--- src/rtl/rv32_multicycle_ctrl.sv ---
// rtl/rv32_multicycle_ctrl.sv - multi-cycle RV32I control FSM
module rv32_multicycle_ctrl #(
    parameter bit RESET_HALT = 1'b0
) (
    input  logic        clk,
    input  logic        rst_n,
    output logic        imem_req,
    input  logic        imem_ack,
    input  logic [31:0] imem_rdata,
    output logic [31:0] instr,
    output logic [15:0] alu_op,
    output logic [2:0]  imm_type,
    output logic [1:0]  alu_a_sel,
    output logic        alu_b_sel,
    input  logic        cmp_eq,
    input  logic        cmp_lt,
    input  logic        cmp_ltu,
    output logic        dmem_req,
    output logic        dmem_we,
    input  logic        dmem_ack,
    output logic        rf_we,
    output logic [1:0]  wb_sel,
    output logic        pc_we,
    output logic [1:0]  pc_sel,
    output logic        illegal,
    output logic        halted
);
    typedef enum logic [2:0] {S_FETCH, S_DECODE, S_EXEC, S_MEM, S_WB, S_HALT} state_t;
    typedef enum logic [2:0] {C_ALU, C_JUMP, C_BRANCH, C_LOAD, C_STORE, C_FENCE, C_SYS, C_BAD} class_t;

    localparam logic [15:0] OP_ADD = 16'd0, OP_SUB = 16'd1, OP_AND = 16'd2, OP_OR = 16'd3;
    localparam logic [15:0] OP_XOR = 16'd4, OP_SLL = 16'd5, OP_SRL = 16'd6, OP_SRA = 16'd7;
    localparam logic [15:0] OP_SLT = 16'd8, OP_SLTU = 16'd9, OP_BPASS = 16'd11, OP_NOP = 16'h00FF;
    localparam logic [2:0]  IMM_NONE = 3'd0, IMM_I = 3'd1, IMM_S = 3'd2, IMM_B = 3'd3, IMM_U = 3'd4, IMM_J = 3'd5;
    localparam logic [1:0]  A_RS1 = 2'd0, A_PC = 2'd1;
    localparam logic        B_RS2 = 1'b0, B_IMM = 1'b1;
    localparam logic [1:0]  WB_ALU = 2'd0, WB_MEM = 2'd1, WB_PC4 = 2'd2;
    localparam logic [1:0]  PC_SEQ = 2'd0, PC_ALU = 2'd1, PC_ALIGN = 2'd2;

    state_t      state, state_nx;
    class_t      cls_q, cls_d;
    logic        run;
    logic [31:0] ir;
    logic [15:0] op_q, op_d, base_op;
    logic [2:0]  imm_q, imm_d;
    logic [1:0]  a_q, a_d, wb_q, wb_d, jsel_q, jsel_d;
    logic        b_q, b_d, illegal_q, taken;
    logic [6:0]  opc, f7;
    logic [2:0]  f3;
    logic [4:0]  rd;

    assign opc = ir[6:0];
    assign f3  = ir[14:12];
    assign f7  = ir[31:25];
    assign rd  = ir[11:7];

    assign instr     = ir;
    assign alu_a_sel = a_q;
    assign alu_b_sel = b_q;
    assign wb_sel    = wb_q;
    assign illegal   = illegal_q;
    assign halted    = (state == S_HALT);

    // funct3 to base ALU operation shared by OP and OP-IMM
    always_comb begin
        case (f3)
            3'b000:  base_op = OP_ADD;
            3'b001:  base_op = OP_SLL;
            3'b010:  base_op = OP_SLT;
            3'b011:  base_op = OP_SLTU;
            3'b100:  base_op = OP_XOR;
            3'b101:  base_op = OP_SRL;
            3'b110:  base_op = OP_OR;
            default: base_op = OP_AND;
        endcase
    end

    // instruction decode from the latched IR
    always_comb begin
        cls_d  = C_BAD;
        op_d   = OP_ADD;
        imm_d  = IMM_NONE;
        a_d    = A_RS1;
        b_d    = B_IMM;
        wb_d   = WB_ALU;
        jsel_d = PC_SEQ;
        case (opc)
            7'b0110111: begin cls_d = C_ALU; op_d = OP_BPASS; imm_d = IMM_U; end
            7'b0010111: begin cls_d = C_ALU; a_d = A_PC; imm_d = IMM_U; end
            7'b1101111: begin
                cls_d = C_JUMP; a_d = A_PC; imm_d = IMM_J; jsel_d = PC_ALU; wb_d = WB_PC4;
            end
            7'b1100111: begin
                if (f3 == 3'b000) cls_d = C_JUMP;
                imm_d = IMM_I; jsel_d = PC_ALIGN; wb_d = WB_PC4;
            end
            7'b1100011: begin
                if (f3[2:1] != 2'b01) cls_d = C_BRANCH;
                a_d = A_PC; imm_d = IMM_B;
            end
            7'b0000011: begin cls_d = C_LOAD; imm_d = IMM_I; wb_d = WB_MEM; end
            7'b0100011: begin cls_d = C_STORE; imm_d = IMM_S; end
            7'b0010011: begin
                imm_d = IMM_I;
                op_d  = base_op;
                if (f3 == 3'b001) begin
                    if (f7 == 7'b0000000) cls_d = C_ALU;
                end else if (f3 == 3'b101) begin
                    if (f7 == 7'b0000000) cls_d = C_ALU;
                    else if (f7 == 7'b0100000) begin cls_d = C_ALU; op_d = OP_SRA; end
                end else begin
                    cls_d = C_ALU;
                end
            end
            7'b0110011: begin
                b_d  = B_RS2;
                op_d = base_op;
                if (f7 == 7'b0000000) cls_d = C_ALU;
                else if (f7 == 7'b0100000 && f3 == 3'b000) begin cls_d = C_ALU; op_d = OP_SUB; end
                else if (f7 == 7'b0100000 && f3 == 3'b101) begin cls_d = C_ALU; op_d = OP_SRA; end
            end
            7'b0001111: begin cls_d = C_FENCE; op_d = OP_NOP; end
            7'b1110011: begin
                if (ir == 32'h0000_0073 || ir == 32'h0010_0073) cls_d = C_SYS;
            end
            default: cls_d = C_BAD;
        endcase
    end

    // branch condition from the comparator flags
    always_comb begin
        case (f3)
            3'b000:  taken = cmp_eq;
            3'b001:  taken = !cmp_eq;
            3'b100:  taken = cmp_lt;
            3'b101:  taken = !cmp_lt;
            3'b110:  taken = cmp_ltu;
            3'b111:  taken = !cmp_ltu;
            default: taken = 1'b0;
        endcase
    end

    // state register; run holds off fetch requests until the first clock after reset
    always_ff @(posedge clk or negedge rst_n) begin
        if (!rst_n) begin
            state <= RESET_HALT ? S_HALT : S_FETCH;
            run   <= 1'b0;
        end else begin
            state <= state_nx;
            run   <= 1'b1;
        end
    end

    // IR capture, decoded controls held from DECODE to the end of the instruction, sticky illegal
    always_ff @(posedge clk or negedge rst_n) begin
        if (!rst_n) begin
            ir        <= 32'd0;
            cls_q     <= C_ALU;
            op_q      <= OP_NOP;
            imm_q     <= IMM_NONE;
            a_q       <= A_RS1;
            b_q       <= B_RS2;
            wb_q      <= WB_ALU;
            jsel_q    <= PC_SEQ;
            illegal_q <= 1'b0;
        end else begin
            if (state == S_FETCH && run && imem_ack) ir <= imem_rdata;
            if (state == S_DECODE) begin
                cls_q  <= cls_d;
                op_q   <= op_d;
                imm_q  <= imm_d;
                a_q    <= a_d;
                b_q    <= b_d;
                wb_q   <= wb_d;
                jsel_q <= jsel_d;
                if (cls_d == C_BAD) illegal_q <= 1'b1;
            end
        end
    end

    // next state and per-state strobes
    always_comb begin
        state_nx = state;
        imem_req = 1'b0;
        dmem_req = 1'b0;
        dmem_we  = 1'b0;
        rf_we    = 1'b0;
        pc_we    = 1'b0;
        pc_sel   = PC_SEQ;
        alu_op   = op_q;
        imm_type = imm_q;
        case (state)
            S_FETCH: begin
                alu_op   = OP_NOP;
                imm_type = IMM_NONE;
                imem_req = run;
                if (run && imem_ack) state_nx = S_DECODE;
            end
            S_DECODE: begin
                alu_op   = OP_NOP;
                imm_type = IMM_NONE;
                state_nx = (cls_d == C_SYS || cls_d == C_BAD) ? S_HALT : S_EXEC;
            end
            S_EXEC: begin
                case (cls_q)
                    C_BRANCH: begin
                        pc_we    = 1'b1;
                        pc_sel   = taken ? PC_ALU : PC_SEQ;
                        state_nx = S_FETCH;
                    end
                    C_LOAD, C_STORE: state_nx = S_MEM;
                    C_FENCE: begin
                        pc_we    = 1'b1;
                        state_nx = S_FETCH;
                    end
                    default: state_nx = S_WB;
                endcase
            end
            S_MEM: begin
                dmem_req = 1'b1;
                dmem_we  = (cls_q == C_STORE);
                if (dmem_ack) begin
                    if (cls_q == C_STORE) begin
                        pc_we    = 1'b1;
                        state_nx = S_FETCH;
                    end else begin
                        state_nx = S_WB;
                    end
                end
            end
            S_WB: begin
                rf_we    = (rd != 5'd0);
                pc_we    = 1'b1;
                pc_sel   = jsel_q;
                state_nx = S_FETCH;
            end
            S_HALT: begin
                alu_op   = OP_NOP;
                imm_type = IMM_NONE;
            end
            default: state_nx = S_FETCH;
        endcase
    end
endmodule

--- config.mk ---
export PLATFORM = sky130hd
export DESIGN_NAME = rv32_multicycle_ctrl
export DESIGN_NICKNAME = d
export VERILOG_FILES = /design/src/rtl/rv32_multicycle_ctrl.sv
export SDC_FILE = /design/constraint.sdc
export NUM_CORES = 1
export LEC_CHECK = 0
export CELL_PAD_IN_SITES_DETAIL_PLACEMENT = 1
export CELL_PAD_IN_SITES_GLOBAL_PLACEMENT = 1
export CORE_UTILIZATION = 24
export DETAILED_ROUTE_END_ITERATION = 16
export HOLD_SLACK_MARGIN = 0.02
export PLACE_DENSITY = 0.71
export REMOVE_ABC_BUFFERS = 1
export SLEW_MARGIN = 20
export SYNTH_ARGS = -nofsm -noshare
export SYNTH_HDL_FRONTEND = slang
export SYNTH_SLANG_ARGS = --single-unit
export TNS_END_PERCENT = 100
--- constraint.sdc ---
create_clock -name clk -period 2.7 [get_ports clk]
set_input_delay 0.81 -clock clk [delete_from_list [all_inputs] [get_ports clk]]
set_output_delay 0.81 -clock clk [all_outputs]
set_load 0.05 [all_outputs]
**Run 1: placed cells, one colour a class**

Drawn at 3 px/um. Fill, decap, tap and diode cells in grey.
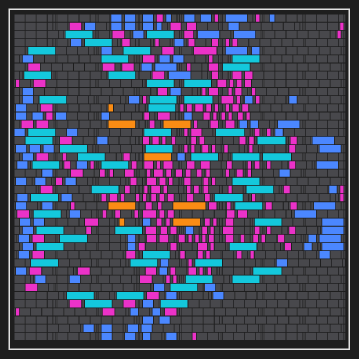
Key: clock drivers and dummy loads = orange [cells 8]; registers = cyan [cells 54]; remaining logic cells = magenta [cells 227]; remaining buffers and delay cells = blue [cells 110]
area of the core: 0.0120 mm2
number of core rows: 40
final non-filler cell area: 0.00433 mm2
share of the final layout cell area in sequential cells: 0.314

**Run 1: the clock network**

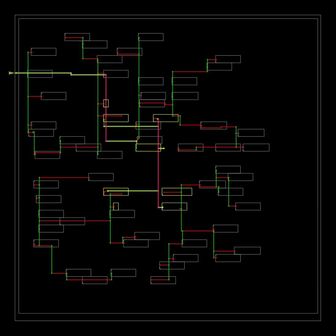
Post-Route Skew: 0.00488 ns
flop count: 54
Sinks on Clock Net: 54
clk_lat worst skew: 0.29 ns

==> summary.txt, run 1 <==
Notes from the flow run.

Final timing:
- The run gives the time the final worst path needs with I/O delays and setup as 2.62 ns.
- The run puts the worst slew margin relative to its limit at 0.505.

Yosys:
- The run puts the total cell area reported by yosys after synthesis at 0.00295 mm2.
- Per the synthesis report, the simple-gate share of the synthesized area is 0.213.
- The run gives the sequential element share of the synthesized area as 0.460.
- The run gives the number of flops mapped to enable cells by yosys as 0.

Finish:
- The run gives the cell kind with the greatest summed area as combinational gates.
- The final report gives the core utilization as 0.361.
- The run gives the count of inserted antenna diode cells as 0.
- The run gives the signed area change from the synthesized netlist to the final layout as 46.9%.
- The run puts the share of final layout cell area taken by clock buffers and inverters at 0.0381.

Placement:
- The run puts the total instance count after detailed placement at 538.

Drt:
- The run puts the met1 wire length at 3.76 mm.
- The run gives the final routed wirelength across all metal layers as 8.64 mm.

Min path:
- The min-delay analysis places its worst path in the category input port to async pin.

Setup path:
- Following the worst setup path forward leads to its endpoint at alu_op[7].
- On the critical path the largest part of the delay comes from buffers and inverters.
- The most critical setup path has its startpoint at state[0].
- The run gives the internal reg-to-reg setup slack as 0.39 ns.

Outcome:
- The run finished with clean final reports.

GRT:
- The run gives the final global-route overflow total as 0.
**Run 1: pin map**

Drawn at 2 px/um. Pins as bars across the die edge, other pins in grey.
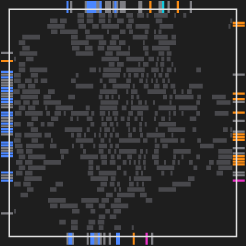
Key: imem_rdata = blue [pins 32, direction input, edge 17 left, 8 top, 7 bottom]; halted = cyan [pins 1, direction output, edge top]; wb_sel = magenta [pins 2, direction output, edge 1 bottom, 1 right]; alu_op = orange [pins 16, direction output, edge 12 right, 2 top, 1 bottom, 1 left]
All pins by edge: 36 left, 29 top, 21 right, 18 bottom.
PortBufs: 94
Die X: 113 um
vertical die size: 113 um

**Run 1: routed clock nets over the placement**

Drawn at 4 px/um.
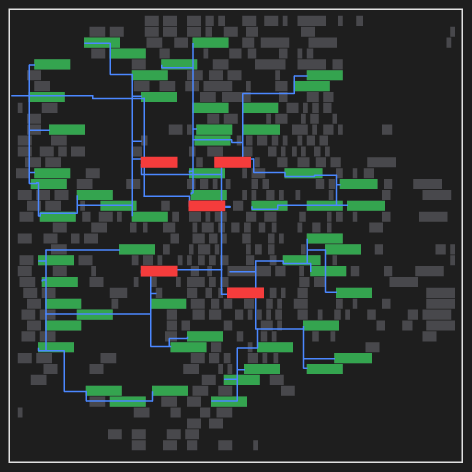
Key: clock wires = blue [length 745 um]; clock-net drivers = red [count 5]; flip-flops = green [count 54]
There are 6 routed clock nets.
clock network fraction of total power: 0.122
clock-net power: 0.730 mW

## run 1: repair_timing
action / 4_1_cts / 5_1_grt
pin swaps: 3 / 3
cloned: 0 / 0
setup endpoints to repair: 1 / 3
resized: 6 / 4
hold buffers: 0 / 0
## run 1: power by group
part	leakage, nW	switching (mW)	internal, mW
clock network	0.0836	0.295	0.435
registers	0.641	0.346	1.13
logic	1.04	2.32	1.46
total	1.76	2.96	3.02
## run 1: placed cells by master (no fill, tap or decap), types with 10 or more instances in the layout
cell | netlist | final
buf_4 | 17 | 21
dfrtp_1 | 49 | 48
conb_1 | 2 | 10
nor2_1 | 24 | 23
o21ai_0 | 17 | 17
a21oi_1 | 11 | 11
nand2_1 | 40 | 39
clkdlybuf4s50_1 | 0 | 69
mux2_2 | 26 | 26
buf_12 | 0 | 16
==> run 2, diff against run 1 <==
RECOVER_POWER = 25   (was unset)
clock period = 2.9 ns   (was 2.7 ns; I/O delays follow)
**Run 2: routed clock nets over the placement**

Drawn at 4 px/um.
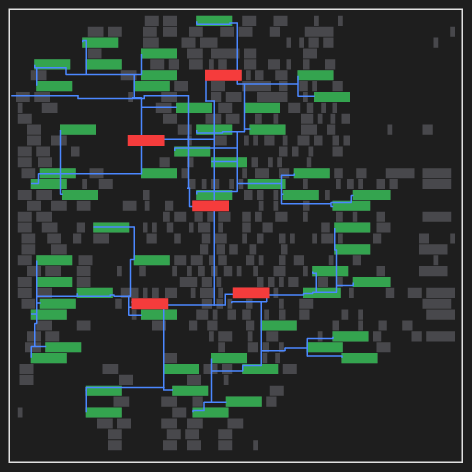
Key: clock-net drivers = red [count 5]; clock wires = blue [length 780 um]; flip-flops = green [count 54]
Position of the flops: widely spread. There are 6 routed clock nets.
clk_lat worst skew: 0.30 ns
clock-net power: 0.595 mW
Post-Route Skew: 0.00920 ns

==> summary.txt, run 2 <==
Notes from the flow run.

Outcome:
- The flow ran to the end, but the final reports show violations.
- The final reports fail on max-capacitance violations, max-slew violations.

Min path:
- The most critical min-delay path falls under flop to flop.

Power:
- The run puts the combinational cell fraction of total power at 0.632 (about the same).
- Of all power groups, the one with the highest power is combinational logic.
- The run puts the switching part of the total at 0.506 (+0.0109).
- The run gives the power share of the clock group as 0.110 (-0.012).
- The run puts the internal portion of total power at 2.69 mW (-11%).
- The run gives the combinational-cell power consumption as 3.43 mW (-9.0%).
- The run puts the portion of total power attributed to sequential cells at 0.259 (+0.012).
- The sequential power was 1.41 mW (-5%).
- The run gives the power dissipated by switching net loads as 2.75 mW (-7.1%).

GRT:
- The run gives the final global-route overflow total as 0 (unchanged).

Yosys:
- The run gives the total cell area reported by yosys after synthesis as 0.00295 mm2 (unchanged).
- The run gives the number of flops mapped to enable cells by yosys as 0 (unchanged).
- The run gives the post-synthesis share of cell area spent on and, or, nand and nor gates as 0.213 (unchanged).
- Of the combinational cells, the family taking the most area is simple AND/OR/NAND/NOR gates.
- The run puts the sequential element share of the synthesized area at 0.460 (unchanged).

Die:
- The run gives the height of the chip as 113 um (unchanged).
- The run puts the placeable core region at 0.0120 mm2 (unchanged).
- For this design the top-level I/O count stands at 104.
- The die outline width is 113 um (unchanged).

Finish:
- The run puts the flop share of the area at 0.319 (+0.00542).
- The run puts the logic gate fraction of the total cell area at 0.330.
- Ranked by total area, the top cell class in this layout is combinational gates.
- The final design area excluding fillers is 0.00426 mm2 (-1.8%).
- The run puts the area used by sequential logic in the layout at 0.00136 mm2.
- The run puts the count of multi-input combinational gates at 220.
- The most common logic cells in the final layout are clkdlybuf4s50_1 (71), dfrtp_1 (49), nand2_1 (39).
- The run gives the net count of the finished layout as 434.
- The run puts the signed area change from the synthesized netlist to the final layout at 44.3%.
- The run gives the share of final layout cell area taken by clock buffers and inverters as 0.0320 (-0.00607).
- Per the layout report, the design carries 7 non-clock inverters.
- The run gives the most used logic cell in the final layout as clkdlybuf4s50_1.
- The run puts the count of inserted antenna diode cells at 0 (unchanged).
- The run gives the core occupancy in the finished layout as 0.354 (-0.00646).
- The number of sequential storage elements was 54 (unchanged).

Final timing:
- The worst slew margin relative to its limit came to -0.0149 (-0.520).
- Max-slew check failures listed in the final report amount to 28.
- The worst path in the final design needs a cycle of 2.79 ns, including I/O delays and setup.
- Of the available clock period, the critical path in the final layout requires 0.962.

Flow run:
- Max-cap violations in this run came to 1.

Drt:
- The run gives the met1 wire length as 3.95 mm (+4.9%).
- The run puts the final routed wirelength across all metal layers at 8.77 mm (+1.5%).

Placement:
- The number of I/O port buffers came to 94 (unchanged).
- The run puts the total instance count after detailed placement at 535 (-0.56%).

Clocking:
- The total of cells resized after clock tree synthesis is 3 (-3).
- The number of clock sinks was 54 (unchanged).
- The number of hold-repair buffers added at the cts stage is 0 (unchanged).

Setup path:
- The run gives the cell type group with the largest total delay on the critical path as buffers and inverters.
**Run 2: pin map**

Drawn at 2 px/um. Pins as bars across the die edge, other pins in grey.
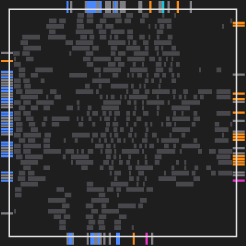
Key: wb_sel = magenta [pins 2, direction output, edge 1 bottom, 1 right]; halted = cyan [pins 1, direction output, edge top]; imem_rdata = blue [pins 32, direction input, edge 17 left, 8 top, 7 bottom]; alu_op = orange [pins 16, direction output, edge 12 right, 2 top, 1 bottom, 1 left]
All pins by edge: 36 left, 29 top, 21 right, 18 bottom.

[run 2: cell counts after synthesis]
Identical to the previous run, type by type.
[run 2: path summary, 6_finish.rpt]
path / from / endpoint / slack, ns / cells after the start
max in group asynchronous: rst_n / instr[1] / 0.51 / 2
setup / recovery: cmp_eq / pc_sel[0] / 0.11 / 7
setup reg to reg: instr[5] / state[0] / 0.59 / 7
hold reg to reg: jsel_q[1] / jsel_q[1] / 0.47 / 2
hold / removal: jsel_q[1] / jsel_q[1] / 0.47 / 2
min in group asynchronous: rst_n / instr[7] / 0.93 / 1
[run 2: worst register-to-register path, stage by stage (launching register included)]
cell	delay, ns
dfrtp_1	0.48
buf_4	0.21
and3b_1	0.25
nand4_1	0.25
o311ai_1	0.14
a211oi_2	0.43
nand3b_1	0.19
a22o_1	0.26
==> run 3, diff against run 2 <==
GPL_TIMING_DRIVEN = 0   (was unset)
PLACE_DENSITY = unset   (was 0.71)
PLACE_DENSITY_LB_ADDON = 0.1   (was unset)
**Run 3: routed clock nets over the placement**

Drawn at 4 px/um.
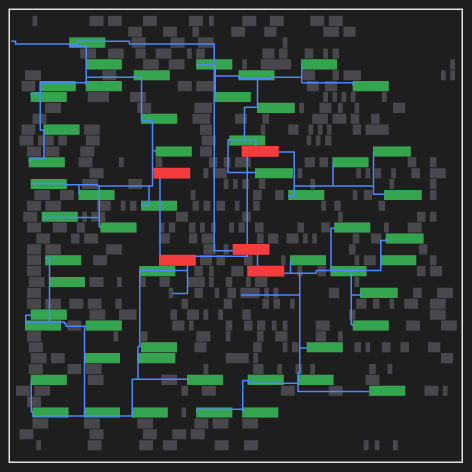
Key: flip-flops = green [count 54]; clock wires = blue [length 856 um]; clock-net drivers = red [count 5]
There are 6 routed clock nets.
clock-net power: 0.620 mW
clk_lat worst skew: 0.29 ns
Post-Route Skew: 0.00481 ns

==> summary.txt, run 3 <==
Notes from the flow run.

Finish:
- The run puts the number of non-clock inverters in the layout at 7 (unchanged).
- Looking at the area split, the leading class of cells is combinational gates.
- The run puts the area used by sequential logic in the layout at 0.00136 mm2 (+0.18%).
- The logic gate fraction of the total cell area was 0.349 (+0.0188).
- In the layout the commonest cells are clkdlybuf4s50_1 (71), dfrtp_1 (47), nand2_1 (40).
- The net count of the finished layout came to 425 (-2.1%).
- The count of multi-input combinational gates was 220 (unchanged).
- The run puts the count of inserted antenna diode cells at 0 (unchanged).
- The run gives the signed area change from the synthesized netlist to the final layout as 38.9%.

Yosys:
- The run gives the dominant kind of combinational cell as simple AND/OR/NAND/NOR gates.
- The run gives the sequential element share of the synthesized area as 0.460 (unchanged).
- The run puts the post-synthesis share of cell area spent on and, or, nand and nor gates at 0.213 (unchanged).
- The run puts the number of flops mapped to enable cells by yosys at 0 (unchanged).

Clocking:
- The number of clock sinks was 54 (unchanged).
- The run puts the number of hold-repair buffers added at the cts stage at 0 (unchanged).
- The run gives the total of cells resized after clock tree synthesis as 43 (+40).

Final timing:
- The final tally of max-slew violations was 0 (-100%).
- The run puts the time the final worst path needs with I/O delays and setup at 2.78 ns (-0.00544 ns).
- The run puts the post-route fraction of the period consumed by the critical path at 0.960 (-0.00188).
- The worst slew margin relative to its limit came to 0.0241 (+0.0390).

Die:
- The run gives the height of the chip as 113 um (unchanged).
- The run gives the placeable core region as 0.0120 mm2 (unchanged).
- The I/O pin count came to 104 (unchanged).

Flow run:
- The count of max-cap constraint violations came to 0 (-1).

Setup path:
- In this run the critical register-to-register path is launched from instr[3].
- The run puts the internal reg-to-reg setup slack at 0.48 ns (-0.11 ns).
- Per STA, the startpoint of the critical path is instr[5].
- According to the timing report, the critical path is captured at instr[5].
- The cell depth of the worst flop-to-flop path came to 6 (-1).

Drt:
- The met1 wire length came to 3.97 mm (+0.68%).
- The final routed wirelength across all metal layers is 8.51 mm (-3.0%).

Min path:
- STA reports the tightest min-delay check as being of type flop to flop.
- In this run the most critical hold path is launched from op_q[2].
- The run gives the number of cells on the worst hold path as 2 (unchanged).
- The run gives the worst hold path endpoint as op_q[2].

Placement:
- The run puts the total instance count after detailed placement at 526 (-1.7%).
- The run gives the number of I/O port buffers as 94 (unchanged).

Outcome:
- The flow ran to the end, and the final reports show no timing, DRC or antenna violations.

GRT:
- The final global-route overflow total was 0 (unchanged).
**Run 3: placed cells, one colour a class**

Drawn at 3 px/um. Fill, decap, tap and diode cells in grey.
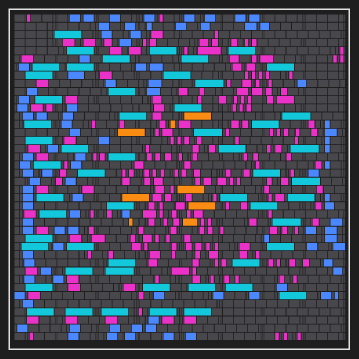
Key: clock drivers and dummy loads = orange [cells 8]; registers = cyan [cells 54]; remaining logic cells = magenta [cells 227]; remaining buffers and delay cells = blue [cells 98]
share of the final layout cell area in sequential cells: 0.332
final non-filler cell area: 0.00410 mm2
share of the core filled with cells in the final layout: 0.341

[run 3: netlist changes by cell type in the layout (fill, tap and decap cells not counted), moves of 2 or more]
cell / previous run / this run
clkbuf_1: 4 / 2
buf_12: 13 / 0
buf_4: 18 / 1
dlygate4sd2_1: 0 / 6
clkdlybuf4s15_2: 0 / 5
buf_6: 0 / 2
dfrtp_2: 0 / 2
clkbuf_2: 1 / 7
dfrtp_1: 49 / 47
dlymetal6s2s_1: 1 / 3
[run 3: power by group]
group          internal, mW  total [mW]  switching, mW
clock                 0.344       0.620          0.276
combinational          1.02        2.93           1.90
sequential             1.05        1.54          0.494
[run 3: cell families after synthesis]
| logic type | after synthesis |
|---|---|
| buf+inv | 40 |
| simple gates | 120 |
| other cells | 2 |
| flops | 54 |
| compound gates | 55 |
| xor+xnor | 4 |
| mux | 31 |
Power and IR drop assume default switching activity.
